<file path="src/rtl/pkt_checker_pkg.sv">
// Shared types for the multi-channel Avalon-ST framing monitor.
package pkt_checker_pkg;

    typedef enum logic [2:0] {
        ERR_NONE    = 3'd0,
        ERR_NO_SOP  = 3'd1,
        ERR_DUP_SOP = 3'd2,
        ERR_LEN     = 3'd3,
        ERR_EMPTY   = 3'd4,
        ERR_CHAN    = 3'd5
    } err_code_t;

    typedef enum logic {
        IDLE = 1'b0,
        BUSY = 1'b1
    } ch_state_t;

endpackage

</file>
<file path="src/rtl/pkt_checker_mc_sat_counter.sv">
// Saturating event counter with synchronous reset and clear.
module sat_counter #(
    parameter int W = 32
) (
    input  logic         clk,
    input  logic         rst,
    input  logic         clr,
    input  logic         inc,
    output logic [W-1:0] cnt
);

    // Clear wins over a same-cycle increment; the count sticks at all-ones.
    always_ff @(posedge clk) begin
        if (rst || clr) begin
            cnt <= '0;
        end else if (inc && (cnt != {W{1'b1}})) begin
            cnt <= cnt + W'(1);
        end
    end

endmodule

</file>
<file path="src/rtl/pkt_checker_mc.sv">
// Multi-channel passive framing monitor: per-channel SOP/EOP tracking,
// length and empty checks, saturating counters and a sticky first-error record.
module pkt_checker_mc
    import pkt_checker_pkg::*;
#(
    parameter int NUM_CH    = 4,
    parameter int CH_W      = 2,
    parameter int EMPTY_W   = 6,
    parameter int MIN_BEATS = 1,
    parameter int MAX_BEATS = 24,
    parameter int CNT_W     = 32
) (
    input  logic               clk,
    input  logic               rst,
    input  logic               in_sop,
    input  logic               in_eop,
    input  logic               in_valid,
    input  logic               in_ready,
    input  logic [CH_W-1:0]    in_channel,
    input  logic [EMPTY_W-1:0] in_empty,
    input  logic               clr,
    output logic [CNT_W-1:0]   pkt_cnt,
    output logic [CNT_W-1:0]   err_no_sop,
    output logic [CNT_W-1:0]   err_dup_sop,
    output logic [CNT_W-1:0]   err_len,
    output logic [CNT_W-1:0]   err_empty,
    output logic [CNT_W-1:0]   err_chan,
    output logic               err_any,
    output logic [2:0]         err_first_code,
    output logic [CH_W-1:0]    err_first_ch
);

    localparam int BCNT_W = $clog2(MAX_BEATS + 2);
    localparam int LEN_W  = BCNT_W + 1;
    localparam logic [BCNT_W-1:0] BCNT_SAT = BCNT_W'(MAX_BEATS + 1);
    localparam logic [LEN_W-1:0]  LEN_MIN  = LEN_W'(MIN_BEATS);
    localparam logic [LEN_W-1:0]  LEN_MAX  = LEN_W'(MAX_BEATS);
    localparam logic [CH_W:0]     CH_LIMIT = (CH_W + 1)'(NUM_CH);

    ch_state_t          state [NUM_CH];
    logic [BCNT_W-1:0]  bcnt  [NUM_CH];

    ch_state_t          cur_state, next_state;
    logic [BCNT_W-1:0]  cur_bcnt, next_bcnt;
    logic               fire, chan_ok, done;
    logic [LEN_W-1:0]   len;
    logic               ev_pkt, ev_no_sop, ev_dup_sop, ev_len, ev_empty, ev_chan, ev_any;
    err_code_t          ev_code, first_code;

    assign fire    = in_valid & in_ready;
    assign chan_ok = ({1'b0, in_channel} < CH_LIMIT);

    // Fetch the addressed channel's context; out-of-range channels read as idle.
    always_comb begin
        cur_state = IDLE;
        cur_bcnt  = '0;
        for (int i = 0; i < NUM_CH; i++) begin
            if (in_channel == CH_W'(i)) begin
                cur_state = state[i];
                cur_bcnt  = bcnt[i];
            end
        end
    end

    always_ff @(posedge clk) begin
        if (rst) begin
            for (int i = 0; i < NUM_CH; i++) begin
                state[i] <= IDLE;
                bcnt[i]  <= '0;
            end
        end else if (fire && chan_ok) begin
            for (int i = 0; i < NUM_CH; i++) begin
                if (in_channel == CH_W'(i)) begin
                    state[i] <= next_state;
                    bcnt[i]  <= next_bcnt;
                end
            end
        end
    end

    // A SOP always (re)starts a packet, whether the channel was idle or busy.
    always_comb begin
        next_state = cur_state;
        next_bcnt  = cur_bcnt;
        done       = 1'b0;
        len        = '0;
        if (fire && chan_ok) begin
            if (in_sop) begin
                if (in_eop) begin
                    next_state = IDLE;
                    next_bcnt  = '0;
                    done       = 1'b1;
                    len        = LEN_W'(1);
                end else begin
                    next_state = BUSY;
                    next_bcnt  = BCNT_W'(1);
                end
            end else if (cur_state == BUSY) begin
                if (in_eop) begin
                    next_state = IDLE;
                    next_bcnt  = '0;
                    done       = 1'b1;
                    len        = {1'b0, cur_bcnt} + LEN_W'(1);
                end else if (cur_bcnt != BCNT_SAT) begin
                    next_bcnt = cur_bcnt + BCNT_W'(1);
                end
            end
        end
    end

    always_comb begin
        ev_pkt     = 1'b0;
        ev_no_sop  = 1'b0;
        ev_dup_sop = 1'b0;
        ev_len     = 1'b0;
        ev_empty   = 1'b0;
        ev_chan    = 1'b0;
        if (fire) begin
            if (!chan_ok) begin
                ev_chan = 1'b1;
            end else begin
                ev_no_sop  = !in_sop && (cur_state == IDLE);
                ev_dup_sop = in_sop && (cur_state == BUSY);
                ev_empty   = !in_eop && (in_empty != '0);
                if (done) begin
                    if ((len >= LEN_MIN) && (len <= LEN_MAX)) begin
                        ev_pkt = 1'b1;
                    end else begin
                        ev_len = 1'b1;
                    end
                end
            end
        end
    end

    // Framing/length errors take precedence over the empty error on the same beat.
    always_comb begin
        ev_any = ev_no_sop | ev_dup_sop | ev_len | ev_empty | ev_chan;
        if (ev_no_sop)       ev_code = ERR_NO_SOP;
        else if (ev_dup_sop) ev_code = ERR_DUP_SOP;
        else if (ev_len)     ev_code = ERR_LEN;
        else if (ev_chan)    ev_code = ERR_CHAN;
        else if (ev_empty)   ev_code = ERR_EMPTY;
        else                 ev_code = ERR_NONE;
    end

    always_ff @(posedge clk) begin
        if (rst || clr) begin
            err_any      <= 1'b0;
            first_code   <= ERR_NONE;
            err_first_ch <= '0;
        end else if (!err_any && ev_any) begin
            err_any      <= 1'b1;
            first_code   <= ev_code;
            err_first_ch <= in_channel;
        end
    end

    assign err_first_code = first_code;

    sat_counter #(.W(CNT_W)) u_pkt_cnt     (.clk(clk), .rst(rst), .clr(clr), .inc(ev_pkt),     .cnt(pkt_cnt));
    sat_counter #(.W(CNT_W)) u_err_no_sop  (.clk(clk), .rst(rst), .clr(clr), .inc(ev_no_sop),  .cnt(err_no_sop));
    sat_counter #(.W(CNT_W)) u_err_dup_sop (.clk(clk), .rst(rst), .clr(clr), .inc(ev_dup_sop), .cnt(err_dup_sop));
    sat_counter #(.W(CNT_W)) u_err_len     (.clk(clk), .rst(rst), .clr(clr), .inc(ev_len),     .cnt(err_len));
    sat_counter #(.W(CNT_W)) u_err_empty   (.clk(clk), .rst(rst), .clr(clr), .inc(ev_empty),   .cnt(err_empty));
    sat_counter #(.W(CNT_W)) u_err_chan    (.clk(clk), .rst(rst), .clr(clr), .inc(ev_chan),    .cnt(err_chan));

endmodule

</file>
<file path="config.mk">
export PLATFORM = sky130hd
export DESIGN_NAME = pkt_checker_mc
export DESIGN_NICKNAME = d
export VERILOG_FILES = /design/src/rtl/pkt_checker_pkg.sv /design/src/rtl/pkt_checker_mc_sat_counter.sv /design/src/rtl/pkt_checker_mc.sv
export SDC_FILE = /design/constraint.sdc
export NUM_CORES = 1
export LEC_CHECK = 0
export ABC_AREA = 1
export ABC_CLOCK_PERIOD_IN_PS = 2910
export CORE_ASPECT_RATIO = 0.75
export CORE_MARGIN = 5
export CORE_UTILIZATION = 35
export CTS_BUF_LIST = sky130_fd_sc_hd__clkbuf_8
export DETAILED_ROUTE_END_ITERATION = 7
export PLACE_DENSITY = 0.63
export SYNTH_ARGS = -nofsm -noshare
export SYNTH_HDL_FRONTEND = slang
export SYNTH_SLANG_ARGS = --single-unit
</file>
<file path="constraint.sdc">
create_clock -name clk -period 2.91 [get_ports clk]
set_clock_uncertainty 0.1 [all_clocks]
set_input_delay 0.291 -clock clk [delete_from_list [all_inputs] [get_ports clk]]
set_output_delay 0.291 -clock clk [all_outputs]
set_load 0.02 [all_outputs]
</file>
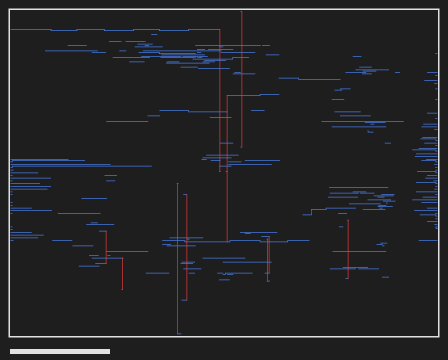
(signal wires by layer)
Bar = 50 µm. Two of the layers only.
red -> metal 4  # wire length 445 µm
blue -> metal 3  # wire length 2210 µm

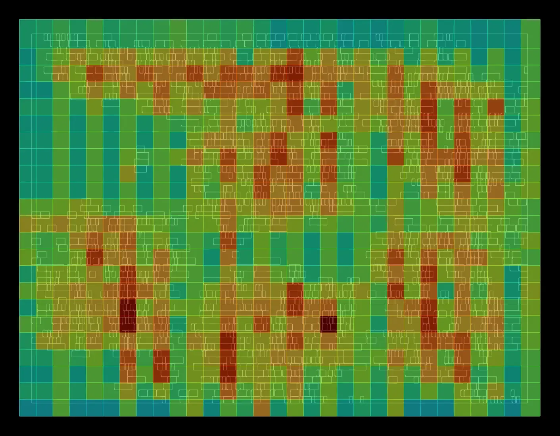
(congestion heat map)
Global Route met1 Usage: 0.2680
met3 usage: 0.04128
Layout Utilization: 0.4433
met2 Use GR: 0.3069
drt wl/cell: 15.45 µm

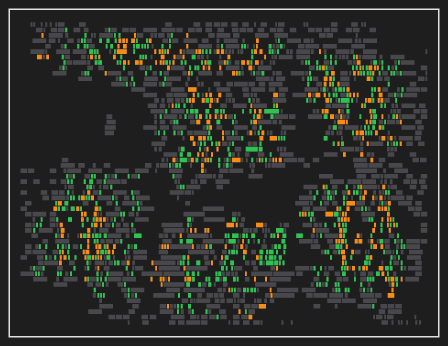
(logic cells by family)
orange -> NOR gates  # cells 321, where widely spread
green -> NAND gates  # cells 550, where widely spread

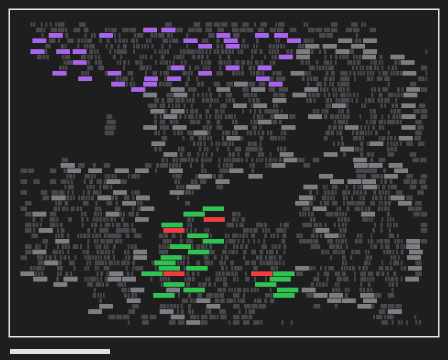
(sequential cells grouped by signal name)
Bar = 50 µm. Other sequential cells in the stronger gray, the rest of the logic in the fainter gray.
red -> state  # flops 4, where south
green -> bcnt  # flops 20, where south
purple -> u_err_empty.cnt  # flops 32

==> run notes <==
fresh numbers from the pnr run: Reg2Reg Depth 13, logic share of the area 0.4344, dominant kind of combinational cell simple AND/OR/NAND/NOR gates, instance count on the critical path 15, FA/HA/MAJ Cells, Area Fraction 0.006810, Core Rows about 56, Net Sw Power about 1.3 mW, DRC Markers 0, worst-path cell chain clkdlybuf4s50_1, inv_2, buf_4, or2_1, a21oi_1, nand4_1, nand2_1, nor2_1, a21oi_2, nand2_2, nand2_4, inv_4, buf_4, o21ai_0, a21oi_1, GRT busiest layer met2, CP top delay family buffers and inverters, dominant cell type by area after synthesis dfxtp_1, Max VDD drop approximately 220 µV, Placed Area around 0.013 mm², crit path from in_channel[1], status finished clean, LEAKAGE between 4 and 5 nW, Hold EP err_first_code[1], Reg2Reg Setup Slack between 300 and 400 ps, r2r startpoint u_err_empty.cnt[20], CP Max Fanout 9, Clock-cell share 0.02797, post-synthesis xor/xnor area fraction 0.06674, Area Overhead vs Synth 25.39%, via density per instance just over 5, clk pwr 1.79 mW, Power, Total 4.845 mW, Buf/Inv on CP 5
No activity file was given, so power comes from the tool's default toggle rates.
